Sequential cells grouped by signal name:
The bar under the picture is 20 µm long.
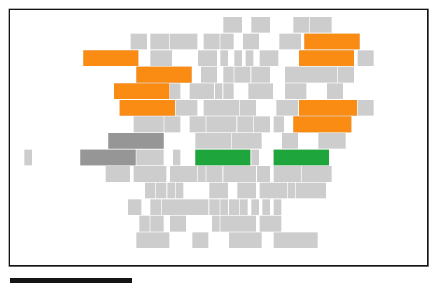
Placement by cell class:
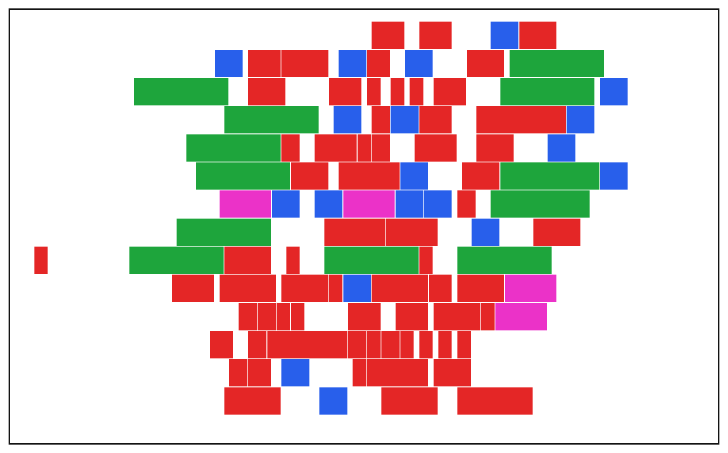
Sizing map:
The bar under the picture is 20 µm long.
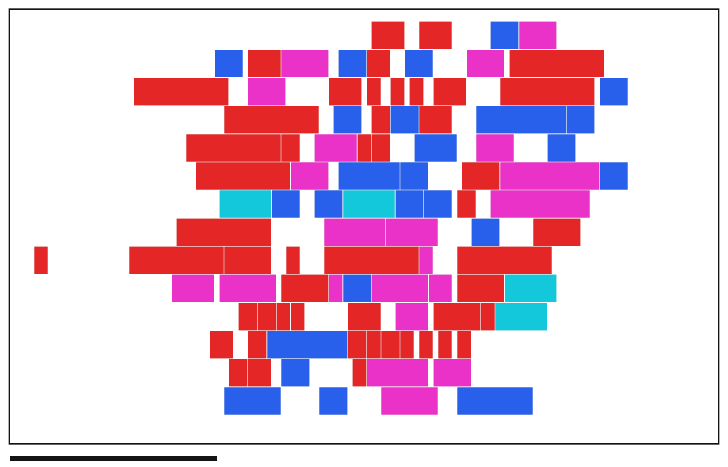
Routed clock nets over the placement:
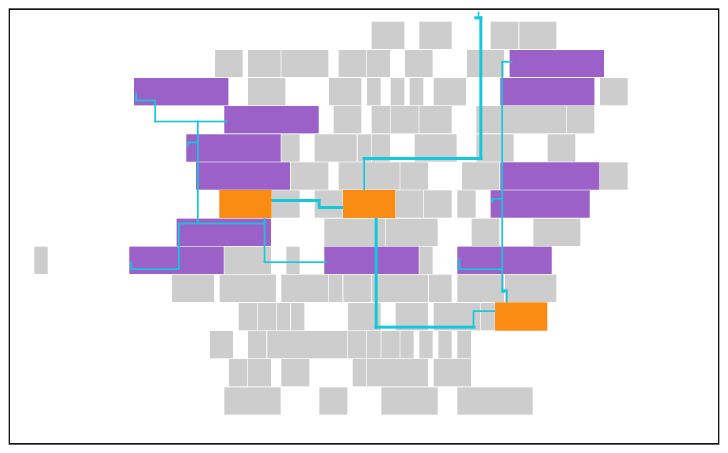
<file path="config.mk">
export PLATFORM = sky130hd
export DESIGN_NAME = mux_sel_arb_flat
export DESIGN_NICKNAME = d
export VERILOG_FILES = /design/src/rtl/mux_sel_arb_if.sv /design/src/rtl/mux_sel_arb.sv /design/src/flat_wrapper.sv
export SDC_FILE = /design/constraint.sdc
export NUM_CORES = 1
export LEC_CHECK = 0
export CAP_MARGIN = 0
export CORE_ASPECT_RATIO = 0.6
export CORE_UTILIZATION = 30
export CTS_CLUSTER_SIZE = 8
export DETAILED_ROUTE_END_ITERATION = 16
export DONT_BUFFER_PORTS = 1
export HOLD_SLACK_MARGIN = 0.02
export PLACE_DENSITY = 0.5
export SYNTH_ARGS = -nofsm -noshare
export SYNTH_HDL_FRONTEND = slang
export SYNTH_SLANG_ARGS = --single-unit
</file>
<file path="constraint.sdc">
create_clock -name clk -period 2.3 [get_ports clk]
set_input_delay 0.575 -clock clk [delete_from_list [all_inputs] [get_ports clk]]
set_output_delay 0.575 -clock clk [all_outputs]
set_load 0.03 [all_outputs]
</file>
<file path="src/rtl/mux_sel_arb_if.sv">
// Request/grant bundle between two sources and the shared-path arbiter.
// The master side raises requests and observes grants; the slave side is the arbiter.
interface mux_sel_arb_if #(
    parameter int CW = 8
);
    logic          req_a;
    logic          req_b;
    logic          gnt_a;
    logic          gnt_b;
    logic          sel;
    logic          busy;
    logic [CW-1:0] hold_cnt;

    modport master (
        output req_a, req_b,
        input  gnt_a, gnt_b, sel, busy, hold_cnt
    );

    modport slave (
        input  req_a, req_b,
        output gnt_a, gnt_b, sel, busy, hold_cnt
    );
endinterface

</file>
<file path="src/rtl/mux_sel_arb.sv">
// Two-source arbiter for a shared 2:1 path. A tie goes to the source named by
// a rotating priority pointer, and a holder is forced to hand over after
// MAX_HOLD consecutive cycles while the other side waits. Every output comes
// from registered state, so there is no combinational path from req_* to the
// outputs.
module mux_sel_arb #(
    parameter int MAX_HOLD = 4,
    parameter int CW       = 8
) (
    input logic         clk,
    input logic         rst,
    mux_sel_arb_if.slave bus
);

    localparam logic [1:0] IDLE  = 2'b00;
    localparam logic [1:0] GNT_A = 2'b01;
    localparam logic [1:0] GNT_B = 2'b10;

    // Count value at which a contested grant must rotate.
    localparam logic [CW-1:0] HOLD_LAST = CW'(MAX_HOLD - 1);

    logic [1:0]    state;
    logic [1:0]    state_nxt;
    logic          prio_b;      // 1: b wins a tie, 0: a wins a tie
    logic          sel_q;
    logic [CW-1:0] cnt_q;

    // Next-state arbitration from the current owner, the requests and the hold count.
    always_comb begin
        // NOTE: default first so every path assigns state_nxt and no latch is inferred.
        state_nxt = state;
        case (state)
            IDLE: begin
                if (bus.req_a && bus.req_b) state_nxt = prio_b ? GNT_B : GNT_A;
                else if (bus.req_a)         state_nxt = GNT_A;
                else if (bus.req_b)         state_nxt = GNT_B;
                else                        state_nxt = IDLE;
            end
            GNT_A: begin
                if (!bus.req_a)                    state_nxt = bus.req_b ? GNT_B : IDLE;
                else if (bus.req_b && cnt_q == HOLD_LAST) state_nxt = GNT_B;
                else                               state_nxt = GNT_A;
            end
            GNT_B: begin
                if (!bus.req_b)                    state_nxt = bus.req_a ? GNT_A : IDLE;
                else if (bus.req_a && cnt_q == HOLD_LAST) state_nxt = GNT_A;
                else                               state_nxt = GNT_B;
            end
            default: state_nxt = IDLE;
        endcase
    end

    // Owner register; reset drops any grant without waiting for a clock edge.
    always_ff @(posedge clk or posedge rst) begin
        // NOTE: sequential state uses non-blocking assignments so every register samples pre-edge values.
        if (rst) state <= IDLE;
        else     state <= state_nxt;
    end

    // Hold counter: restarts on every new grant, saturates while held, zero when idle.
    always_ff @(posedge clk or posedge rst) begin
        if (rst)                                        cnt_q <= '0;
        else if (state_nxt == IDLE || state_nxt != state) cnt_q <= '0;
        else if (cnt_q != HOLD_LAST)                    cnt_q <= cnt_q + CW'(1);
    end

    // Priority pointer flips to the other source whenever a grant ends.
    always_ff @(posedge clk or posedge rst) begin
        if (rst)                                       prio_b <= 1'b0;
        else if (state == GNT_A && state_nxt != GNT_A) prio_b <= 1'b1;
        else if (state == GNT_B && state_nxt != GNT_B) prio_b <= 1'b0;
    end

    // Mux select follows the owner and keeps its last value through IDLE.
    always_ff @(posedge clk or posedge rst) begin
        if (rst)                     sel_q <= 1'b0;
        else if (state_nxt == GNT_A) sel_q <= 1'b1;
        else if (state_nxt == GNT_B) sel_q <= 1'b0;
    end

    assign bus.gnt_a    = (state == GNT_A);
    assign bus.gnt_b    = (state == GNT_B);
    assign bus.busy     = (state == GNT_A) || (state == GNT_B);
    assign bus.sel      = sel_q;
    assign bus.hold_cnt = cnt_q;

endmodule

</file>
<file path="src/flat_wrapper.sv">
// flat-port wrapper written by rule: the top's interface ports become plain ports
module mux_sel_arb_flat 
#(
    parameter int MAX_HOLD = 4,
    parameter int CW       = 8
)
  (clk, rst, bus_req_a, bus_req_b, bus_gnt_a, bus_gnt_b, bus_sel, bus_busy, bus_hold_cnt);
  mux_sel_arb_if #(.CW(CW)) bus_i ();
  input logic clk;
  input logic rst;
  input wire logic [$bits(bus_i.req_a)-1:0] bus_req_a;
  input wire logic [$bits(bus_i.req_b)-1:0] bus_req_b;
  output wire logic [$bits(bus_i.gnt_a)-1:0] bus_gnt_a;
  output wire logic [$bits(bus_i.gnt_b)-1:0] bus_gnt_b;
  output wire logic [$bits(bus_i.sel)-1:0] bus_sel;
  output wire logic [$bits(bus_i.busy)-1:0] bus_busy;
  output wire logic [$bits(bus_i.hold_cnt)-1:0] bus_hold_cnt;
  assign bus_i.req_a = bus_req_a;
  assign bus_i.req_b = bus_req_b;
  assign bus_gnt_a = bus_i.gnt_a;
  assign bus_gnt_b = bus_i.gnt_b;
  assign bus_sel = bus_i.sel;
  assign bus_busy = bus_i.busy;
  assign bus_hold_cnt = bus_i.hold_cnt;
  mux_sel_arb #(.MAX_HOLD(MAX_HOLD), .CW(CW)) u_core (.clk(clk), .rst(rst), .bus(bus_i));
endmodule
</file>
==> ci_impl_report.md <==
## Implementation flow summary

| Metric | Value |
|---|---|
| Met1 WL | `907 µm` |
| Flops out of synthesis | `12` |
| Most numerous logic cells after layout | `buf_4, dfrtp_1, inv_1` |
| Worst Path Arrival | `2.34 ns` |
| Setup ws final | `0.110 ns` |
| CTS Buffer Depth | `2` |
| R2r worst-path depth | `12` |
| Setup bufs post-CTS | `0` |
| Largest register FFs | `8` |
| Port Buffers | `0` |
| H-tree depth | `1` |
| Syn avg cell area | `10.2 µm²` |
| Die height | `41.9 µm` |
| Crit-path max FO | `8` |
| Required @ worst endpoint | `2.45 ns` |
| Fraction of layout cells with a size suffix above 1 | `49.5%` |
| Minimum clock period | `2.19 ns` |
| NumNets Final | `114` |
| Comb group | `0.696 mW` |
| Buf/Inv on CP | `4` |
| Core area | `2500 µm²` |
| Comb/total area | `48.2%` |
| Clock network fraction of total power | `18.7%` |
| Comb area leader | `simple AND/OR/NAND/NOR gates` |
| Clock root cell | `clkbuf_8` |
| Async SR Flop Fraction | `100%` |
| Master of the slowest instance on the critical path | `dfrtp_1` |
| Worst Setup Start Kind | `flop` |
| Clock transition at the registers of the reported paths | `0.05 ns` |
| Setup TNS | `0 ns` |
| Max rail drop VDD | `0.434 mV` |
| Most common cell in the netlist | `dfrtp_1` |
| Combinational gates | `56` |
| CTS Buf Count | `3` |
| WP depth | `12` |
| Vias per cell | `4.77` |
| Slowest stage delay, CP | `0.38 ns` |
| Fin Hold WS | `0.221 ns` |
| Max cap viols | `0` |
| Post-Syn Nets | `90` |
| Post_cts resized | `0` |
| Die W | `68.5 µm` |
| Worst slew margin | `57.3%` |
| Cells after Synth | `78` |
| Register share of the cell area | `27.1%` |
| Initial antenna violation count | `0` |
| Clk_buf instances | `4` |
| Drt first pass iters | `4` |
| Grt met1 use | `22.0%` |
| Final period utilization | `95.2%` |
| # Cells Yosys | `78` |
| Non-clock buffering overhead | `12.8%` |
| Gr busiest metal | `met1` |
| Top class by area | `logic gates` |
| Post-DP HPWL | `1300 µm` |
| Final Cell Area | `1120 µm²` |
| Max-area cell share | `37.7%` |
| R2r startpoint | `u_core.state[0]` |
| Top delay family on crit path | `AND-OR/OR-AND gates` |
| Distinct cell type count after synthesis | `26` |
| Cell area after synthesis | `796 µm²` |
| Clk sink count | `12` |
| Worst r2r dst | `u_core.bus.hold_cnt[0]` |
| Routed vias | `634` |
| Status | `complete, no violations` |
| Adder share | `12.6%` |
| Most numerous logic cell after layout | `buf_4` |
| Internal | `0.673 mW` |
| Seq pwr | `0.290 mW` |
| And+or+nand+nor area frac | `22.0%` |
| M2 GR Usage | `16.5%` |
| Compound Share, Synth | `6.60%` |
| GP Congestion | `0.755` |
| Worst clock skew | `0.00299 ns` |
| GRT overflow | `0` |
| Number of global-route vias before repair | `566` |
| Final setup viols | `0` |
| Most used flip-flop cell | `dfrtp_1` |
| Synth Warn # | `0` |
## Picture notes: 'sequential cells grouped by signal name'
u_core.state: shown in green, flops 2. u_core.bus.hold_cnt: shown in orange, flops 8.

## Picture notes: 'placement by cell class'
other buffers and delay cells: shown in blue, cells 19. all other logic: shown in red, cells 66. clock drivers and dummy loads: shown in magenta, cells 4. flip-flops: shown in green, cells 12.

## Picture notes: 'sizing map'
drive 2: shown in magenta, cells 21, share 21%. drive 3 to 4: shown in blue, cells 25, share 25%. drive 1 or less: shown in red, cells 51, share 50%. drive 6 and up: shown in cyan, cells 4, share 4.0%.

## Picture notes: 'routed clock nets over the placement'
cells driving clock nets: shown in orange, count 3. clock wires: shown in cyan, length 162 µm. flip-flops: shown in purple, count 12.
There are 4 routed clock nets.

Power figures rest on the tool's default switching activity, not on a simulated workload.
